[config.mk]
export PLATFORM = sky130hd
export DESIGN_NAME = fifo_wr_arbiter
export DESIGN_NICKNAME = d
export VERILOG_FILES = /design/src/rtl/fifo_wr_arbiter.sv
export SDC_FILE = /design/constraint.sdc
export NUM_CORES = 1
export LEC_CHECK = 0
export CAP_MARGIN = 10
export CORE_AREA = 3 3 40 42
export DETAILED_ROUTE_END_ITERATION = 6
export DIE_AREA = 0 0 43 45
export DONT_BUFFER_PORTS = 1
export PLACE_DENSITY = 0.67
export REMOVE_ABC_BUFFERS = 1
export SKIP_LAST_GASP = 1
export SLEW_MARGIN = 10
export SYNTH_ARGS = -nofsm -noshare
export SYNTH_HDL_FRONTEND = slang
export SYNTH_SLANG_ARGS = --single-unit
[constraint.sdc]
create_clock -name i_clk -period 1.3 [get_ports i_clk]
set_input_delay 0.39 -clock i_clk [delete_from_list [all_inputs] [get_ports i_clk]]
set_output_delay 0.39 -clock i_clk [all_outputs]
set_load 0.02 [all_outputs]
[src/rtl/fifo_wr_arbiter.sv]
// Round-robin write arbiter sharing one fifo write port among NUM_REQ bursting requesters.
// Optional ARB_SPACE_RESERVE_EN: grant only when the fifo has room for a full MAX_BURST burst.
module fifo_wr_arbiter #(
  parameter int NUM_REQ        = 2,
  parameter int FIFO_WIDTH     = 8,
  parameter int LOG_FIFO_DEPTH = 4,
  parameter int MAX_BURST      = 4
) (
  input  logic                          i_clk,
  input  logic                          i_reset,
  input  logic [NUM_REQ-1:0]            i_req_valid,
  input  logic [NUM_REQ-1:0]            i_req_last,
  input  logic [NUM_REQ*FIFO_WIDTH-1:0] i_req_data,
  output logic [NUM_REQ-1:0]            o_req_ready,
  output logic                          o_fifo_wr,
  output logic [FIFO_WIDTH-1:0]         o_fifo_data,
  input  logic                          i_fifo_full,
  input  logic [LOG_FIFO_DEPTH:0]       i_fifo_entries,
  output logic [NUM_REQ-1:0]            o_grant,
  output logic                          o_busy,
  output logic                          o_burst_cut
);

  localparam int PW = (NUM_REQ > 1) ? $clog2(NUM_REQ) : 1;
  localparam int CW = $clog2(MAX_BURST + 1);
  localparam int FW = LOG_FIFO_DEPTH + 1;
  localparam logic [PW-1:0] LAST_IDX = PW'(NUM_REQ - 1);
  localparam logic [CW-1:0] CNT_LAST = CW'(MAX_BURST - 1);
  localparam logic [FW-1:0] DEPTH    = FW'(1 << LOG_FIFO_DEPTH);

  typedef enum logic {IDLE, BURST} state_t;

  state_t              state_q, state_d;
  logic [PW-1:0]       rr_ptr_q, rr_ptr_d;
  logic [PW-1:0]       gidx_q, gidx_d;
  logic [CW-1:0]       beat_cnt_q, beat_cnt_d;
  logic [NUM_REQ-1:0]  grant_q, grant_d;
  logic                busy_q, busy_d;
  logic                cut_q, cut_d;

  logic                space_ok;
  logic                found;
  logic [PW-1:0]       sel;
  logic [PW-1:0]       scan;
  logic                g_valid;
  logic                g_last;
  logic                beat;

`ifdef ARB_SPACE_RESERVE_EN
  localparam logic [FW-1:0] RESERVE = FW'(MAX_BURST);
  logic [FW-1:0] free;
  assign free     = DEPTH - i_fifo_entries;
  assign space_ok = (free >= RESERVE);
`else
  // A well-formed fifo never reports more than DEPTH entries, so this always passes.
  assign space_ok = (i_fifo_entries <= DEPTH);
`endif

  always_comb begin
    found = 1'b0;
    sel   = rr_ptr_q;
    scan  = rr_ptr_q;
    for (int i = 0; i < NUM_REQ; i++) begin
      if (!found && i_req_valid[scan]) begin
        found = 1'b1;
        sel   = scan;
      end
      scan = (scan == LAST_IDX) ? '0 : scan + 1'b1;
    end
  end

  always_comb begin
    g_valid     = 1'b0;
    g_last      = 1'b0;
    o_fifo_data = '0;
    for (int k = 0; k < NUM_REQ; k++) begin
      if (gidx_q == PW'(k)) begin
        g_valid     = i_req_valid[k];
        g_last      = i_req_last[k];
        o_fifo_data = i_req_data[k*FIFO_WIDTH +: FIFO_WIDTH];
      end
    end
  end

  // Reset gates the handshake immediately so no beat is accepted in the reset cycle.
  always_comb begin
    o_req_ready = '0;
    o_fifo_wr   = 1'b0;
    if (state_q == BURST && !i_reset && !i_fifo_full) begin
      o_req_ready = grant_q;
      o_fifo_wr   = g_valid;
    end
  end

  assign beat = o_fifo_wr;

  always_comb begin
    state_d    = state_q;
    rr_ptr_d   = rr_ptr_q;
    gidx_d     = gidx_q;
    beat_cnt_d = beat_cnt_q;
    grant_d    = grant_q;
    busy_d     = busy_q;
    cut_d      = 1'b0;
    case (state_q)
      IDLE: begin
        if (found && space_ok) begin
          state_d    = BURST;
          gidx_d     = sel;
          beat_cnt_d = '0;
          busy_d     = 1'b1;
          grant_d    = '0;
          for (int k = 0; k < NUM_REQ; k++) begin
            if (sel == PW'(k)) grant_d[k] = 1'b1;
          end
        end
      end
      BURST: begin
        if (beat) begin
          beat_cnt_d = beat_cnt_q + 1'b1;
          if (g_last || beat_cnt_q == CNT_LAST) begin
            state_d  = IDLE;
            grant_d  = '0;
            busy_d   = 1'b0;
            rr_ptr_d = (gidx_q == LAST_IDX) ? '0 : gidx_q + 1'b1;
            cut_d    = !g_last;
          end
        end
      end
      default: state_d = IDLE;
    endcase
  end

  always_ff @(posedge i_clk) begin
    if (i_reset) begin
      state_q    <= IDLE;
      rr_ptr_q   <= '0;
      gidx_q     <= '0;
      beat_cnt_q <= '0;
      grant_q    <= '0;
      busy_q     <= 1'b0;
      cut_q      <= 1'b0;
    end else begin
      state_q    <= state_d;
      rr_ptr_q   <= rr_ptr_d;
      gidx_q     <= gidx_d;
      beat_cnt_q <= beat_cnt_d;
      grant_q    <= grant_d;
      busy_q     <= busy_d;
      cut_q      <= cut_d;
    end
  end

  assign o_grant     = grant_q;
  assign o_busy      = busy_q;
  assign o_burst_cut = cut_q;

endmodule

==> ci_impl_report.md, run 1 <==
### Metrics collected by this job

| Metric | Value |
|---|---|
| Biggest register | beat_cnt_q |
| P_leak | 0.3409 nW |
| Yosys aoi share | 0.1635 |
| First-pass GRT wire length | 2.208 mm |
| Diode count | 0 |
| Dpl cells | 85 |
| Final Cycle Share | 1.176 |
| Min Tclk post-route | 1.529 ns |
| Clock group | 0.288 mW |
| Final setup margin | -0.2287 ns |
| Max reg flops | 3 |
| Design Power | 0.7996 mW |
| CP max stage delay | 0.37 ns |
| Post-DP Area | 668.1 um^2 |
| Final setup violation count | 18 |
| Failing checks | setup timing |
| Pwr/cell area | 950.9 nW/um^2 |
| Final Util | 0.6543 |
| Slew at the pin closest to its max-slew limit | 0.3035 ns |
| Status | finished with violations |
| Post-synthesis cell type count | 20 |
| Die Span X | 43 um |
| Slowest CP cell | dfxtp_4 |
| Worst setup EP type | output pin |
| Synth area leader | dfxtp_1 |
| Hold crit path type | in -> reg |
| Adder share | 0.05945 |
| Top Family by Delay on Critical Path | flip-flops |
| # Post-CTS Setup Buffers | 2 |
| Critical Path Sink | o_fifo_data[4] |
| # hold bufs at CTS | 0 |
| Psw | 0.2189 mW |
| Register area | 205.2 um^2 |
| Clock sink total | 10 |
| Post-Synth Simple-Gate Area | 0.1953 |
| Most used DFF post-synth | dfxtp_1 |
| Most frequent cells in the layout | mux2_4 (10), buf_4 (9), dfxtp_1 (8) |
| CTS Root Cell | clkbuf_4 |
| Final TNS setup | -3.041 ns |
| Fp util | 0.4586 |
| Post-Syn Area | 589.3 um^2 |
| Busiest grt layer | met2 |
| Via density per instance | 5.848 |
| Number of non-clock buffers | 13 |
| Worst Min Path Start | i_reset |
| TritonCTS clock tree | done |
| Area of the multi-input gates | 446.7 um^2 |
| RSZ-0062 raised after global routing | yes |
| P_comb | 0.182 mW |
| Worst-path clk slew | 0.07 ns |
| Max Cap Viol | 0 |
| VDD IR-drop max | 556.0 uV |
| Total gr overflow | 0 |
| Crit Path Class | reg -> out |
| Tap Cells | 15 |
| Clock buf count | 4 |
| Vias in the first global route | 514 |
| Switching Share | 0.2738 |
| MI comb cells | 46 |
**Run 1: met1 routing**

The bar under the picture is 10 um long. Cells faint in the background.
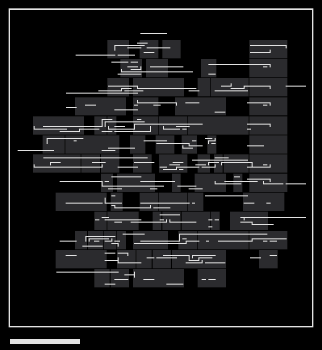
The wires run mostly horizontal. The longest straight run is 14.7 um. The layer carries 528 um of wire.
routed vias: 538
final WL: 1.549 mm

**Run 1: signal wires on met2**

Cells faint in the background.
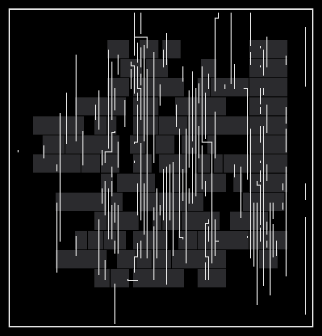
The layer carries 753 um of wire. The layer holds 49% of the routed length. The wires run mostly vertical.
GR Layer Usage met2: 0.2784

**Run 1: M3 wires**

The bar under the picture is 10 um long. Cells faint in the background.
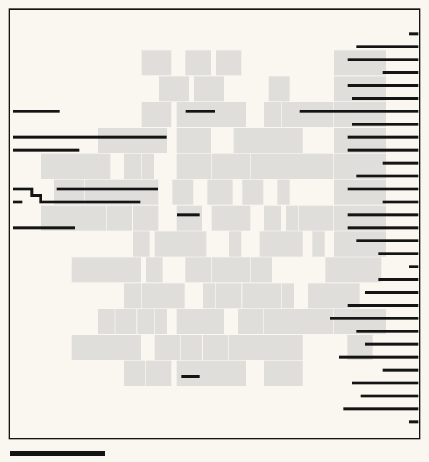
The layer holds 16% of the routed length. The layer carries 244 um of wire.
GR Layer Usage met3: 0.04781

**Run 1: placed standard cells**

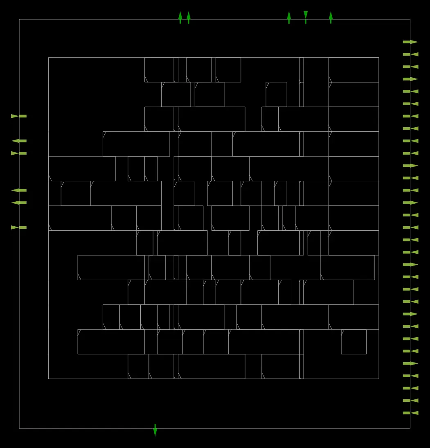

==> run 1 -> run 2 <==
- SKIP_CTS_REPAIR_TIMING: not set -> 1
**Run 2: placed standard cells**

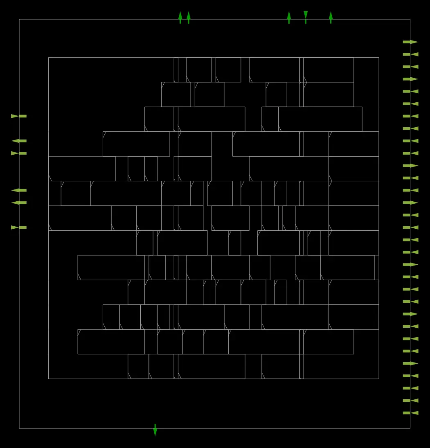
final cell count without fillers: 92
Rows: 13

==> run 2 against run 1 <==
Against the previous run:
- critical path type unchanged
- combinational power barely moved
- highest routed layer unchanged
- sequential share of layout area decreased by 0.22 points
- non-clock buffer count stayed put
- die size unchanged
- critical path depth stayed put
- maximum frequency down 0.46%
- the run still ends with setup timing left
- routed wire length grew 4.8%
==> ci_impl_report.md, run 2 <==
### Metrics collected by this job

| Metric | Value |
|---|---|
| Clock buf count | 4 (unchanged) |
| First-pass GRT wire length | 2.083 mm (-5.7%) |
| Max Cap Viol | 0 (unchanged) |
| Most frequent cells in the layout | mux2_4 (10), buf_4 (10), dfxtp_1 (8) |
| Psw | 0.2148 mW (-1.9%) |
| CP max stage delay | 0.39 ns (+0.02 ns) |
| Number of non-clock buffers | 13 (unchanged) |
| Final Util | 0.6602 (+0.005842) |
| Die Span X | 43 um (unchanged) |
| Post-Syn Area | 589.3 um^2 (unchanged) |
| Final setup margin | -0.2356 ns (-0.006992 ns) |
| Max reg flops | 3 (unchanged) |
| Worst Min Path Start | i_reset |
| Tap Cells | 15 (unchanged) |
| Design Power | 0.7954 mW (-0.52%) |
| GR Layer Usage met2 | 0.2515 (-0.02695) |
| VDD IR-drop max | 562.7 uV (+1.2%) |
| TritonCTS clock tree | done |
| Post-Synth Simple-Gate Area | 0.1953 (unchanged) |
| Failing checks | setup timing |
| P_leak | 0.3433 nW (+0.69%) |
| MI comb cells | 46 (unchanged) |
| Adder share | 0.05945 (unchanged) |
| GR Layer Usage met3 | 0.04382 (-0.003984) |
| Crit Path Class | reg -> out |
| Hold crit path type | in -> reg |
| Via density per instance | 5.685 (-2.8%) |
| Busiest grt layer | met2 |
| Diode count | 0 (unchanged) |
| Most used DFF post-synth | dfxtp_1 |
| Pwr/cell area | 937.6 nW/um^2 (-1.4%) |
| Top Family by Delay on Critical Path | flip-flops |
| Clock group | 0.285 mW (about the same) |
| Vias in the first global route | 485 (-5.6%) |
| Synth area leader | dfxtp_1 |
| Status | finished with violations |
| Final setup violation count | 18 (unchanged) |
| Fp util | 0.4586 (unchanged) |
| Register area | 205.2 um^2 (unchanged) |
| Final TNS setup | -3.114 ns (-0.07353 ns) |
| Critical Path Sink | o_fifo_data[1] |
| Worst setup EP type | output pin |
**Run 2: M3 wires**

The bar under the picture is 10 um long. Cells faint in the background.
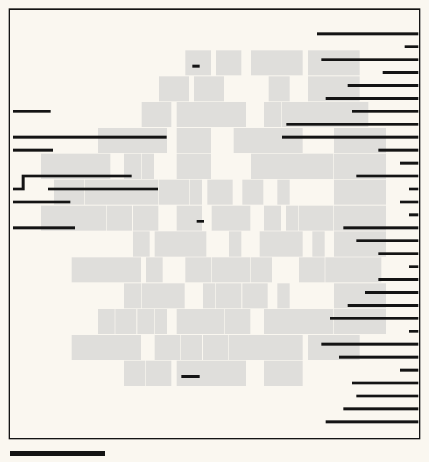

==> run 2 -> run 3 <==
--- a/config.mk
+++ b/config.mk
@@ -6,5 +6,5 @@
 export NUM_CORES = 1
 export LEC_CHECK = 0
-export CAP_MARGIN = 10
+export CAP_MARGIN = 30
 export CORE_AREA = 3 3 40 42
 export DETAILED_ROUTE_END_ITERATION = 6
==> constraint.sdc (replaced) <==
create_clock -name i_clk -period 1.3 [get_ports i_clk]
set_input_delay 0.39 -clock i_clk [delete_from_list [all_inputs] [get_ports i_clk]]
set_output_delay 0.39 -clock i_clk [all_outputs]
set_load 0.05 [all_outputs]
**Run 3: M3 wires**

The bar under the picture is 10 um long. Cells faint in the background.
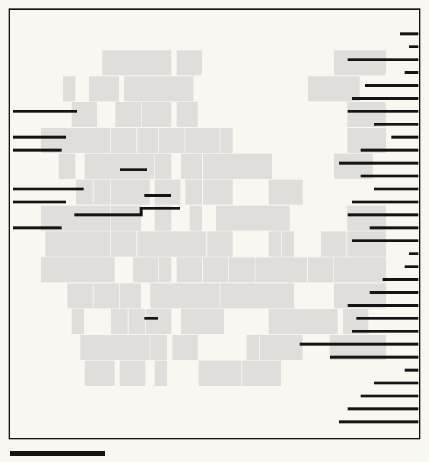
38 nets have wire on it. The layer holds 14% of the routed length. The longest straight run is 12.2 um. The wires run mostly horizontal.
final WL: 1.520 mm
routed vias: 543

==> run 3 against run 2 <==
Against the previous run:
- the run still ends with setup timing left
- die size is the same
- via count is 3.8% higher
- register-to-register slack improved by 0.02 ns
- synthesized area unchanged
- maximum frequency shrank 8.3%
- flip-flop count did not move
- critical path type unchanged
==> ci_impl_report.md, run 3 <==
### Metrics collected by this job

| Metric | Value |
|---|---|
| Final TNS setup | -4.394 ns (-1.279 ns) |
| Antenna violations before repair | 0 |
| Worst R2R End | beat_cnt_q[1] |
| Detail Placement HPWL | 1.122 mm |
| MI comb cells | 46 (unchanged) |
| Top Family by Delay on Critical Path | flip-flops |
| Routed wl met2 | 708 um |
| Diode count | 0 (unchanged) |
| Worst Min Path Start | i_reset |
| VDD IR-drop max | 503.6 uV (-11%) |
| Tap Cells | 15 (unchanged) |
| Min Tclk post-route | 1.675 ns |
| Rows | 13 (unchanged) |
| Crit Path Class | reg -> out |
| Antenna Nets Post-Route | 0 |
| GR Layer Usage met2 | 0.2485 (-0.002994) |
| Failing checks | setup timing |
| Number of non-clock buffers | 16 (+3) |
| Status | finished with violations |
| GR Layer Usage met3 | 0.04781 (+0.003984) |
| Post-Synth Simple-Gate Area | 0.1953 (unchanged) |
| Post-DP Area | 730.7 um^2 |
| Worst setup SP type | flop |
| Cell Chain, Critical Path | mux2_4 -> nand2_4 -> clkinvlp_4 |
| Final setup margin | -0.3755 ns (-0.1398 ns) |
| Adder share | 0.05945 (unchanged) |
| Busiest grt layer | met2 |
| Hold crit path type | in -> reg |
| Hold EP | state_q |
| Final hold vios | 0 |
| P_leak | 0.3350 nW (-2.4%) |
| TritonCTS clock tree | done |
| Vias in the first global route | 522 (+7.6%) |
| Design Power | 0.7636 mW (-4.0%) |
| Synth area leader | dfxtp_1 |
| Yosys aoi share | 0.1635 |
| Die Span X | 43 um (unchanged) |
| Switching Share | 0.3349 |
| Flop+latch power | 0.326 mW |
| H-Tree Depth | 1 |
| Via density per instance | 5.777 (+1.6%) |
| Post-Syn Area | 589.3 um^2 (unchanged) |
| Worst reg2reg startpoint | gidx_q |
| Final Util | 0.6436 (-0.01655) |
| Max Cap Viol | 0 (unchanged) |
| Most used DFF post-synth | dfxtp_1 |
| Worst-path clk slew | 0.06 ns |
| Register area | 202.7 um^2 (-1.2%) |
| Psw | 0.2557 mW (+19%) |
| Critical Path Sink | o_fifo_wr |
| Worst setup EP type | output pin |
| Chip Area, Yosys | 589.3 um^2 |
| Most frequent cells in the layout | buf_4 (13), dfxtp_1 (8), mux2_2 (5), mux2_4 (5), a21oi_1 (5) |
| Slew Limit Fails | 0 |
| Fp util | 0.4586 (unchanged) |
| Core ar. | 1285 um^2 |
| Synth top area share | 0.3397 |
| Clock buf count | 3 (-1) |
| First-pass GRT wire length | 2.104 mm (+1.0%) |
| Combinational Power Share | 0.303 |
| Pwr/cell area | 923.3 nW/um^2 (-1.5%) |
| Final cell count without fillers | 94 (+2.2%) |
| Initial DRC Count | 4 |
| RSZ-0062 raised after global routing | yes |
| Max reg flops | 3 (unchanged) |
| Yosys cell count | 62 |
| Ys flops | 10 |
| Clock group | 0.206 mW (-28%) |
| CP max stage delay | 0.35 ns (-0.04 ns) |
| Critical path depth in cells | 3 |
| Final setup violation count | 19 (+1) |
Power figures rest on the tool's default switching activity, not on a simulated workload.
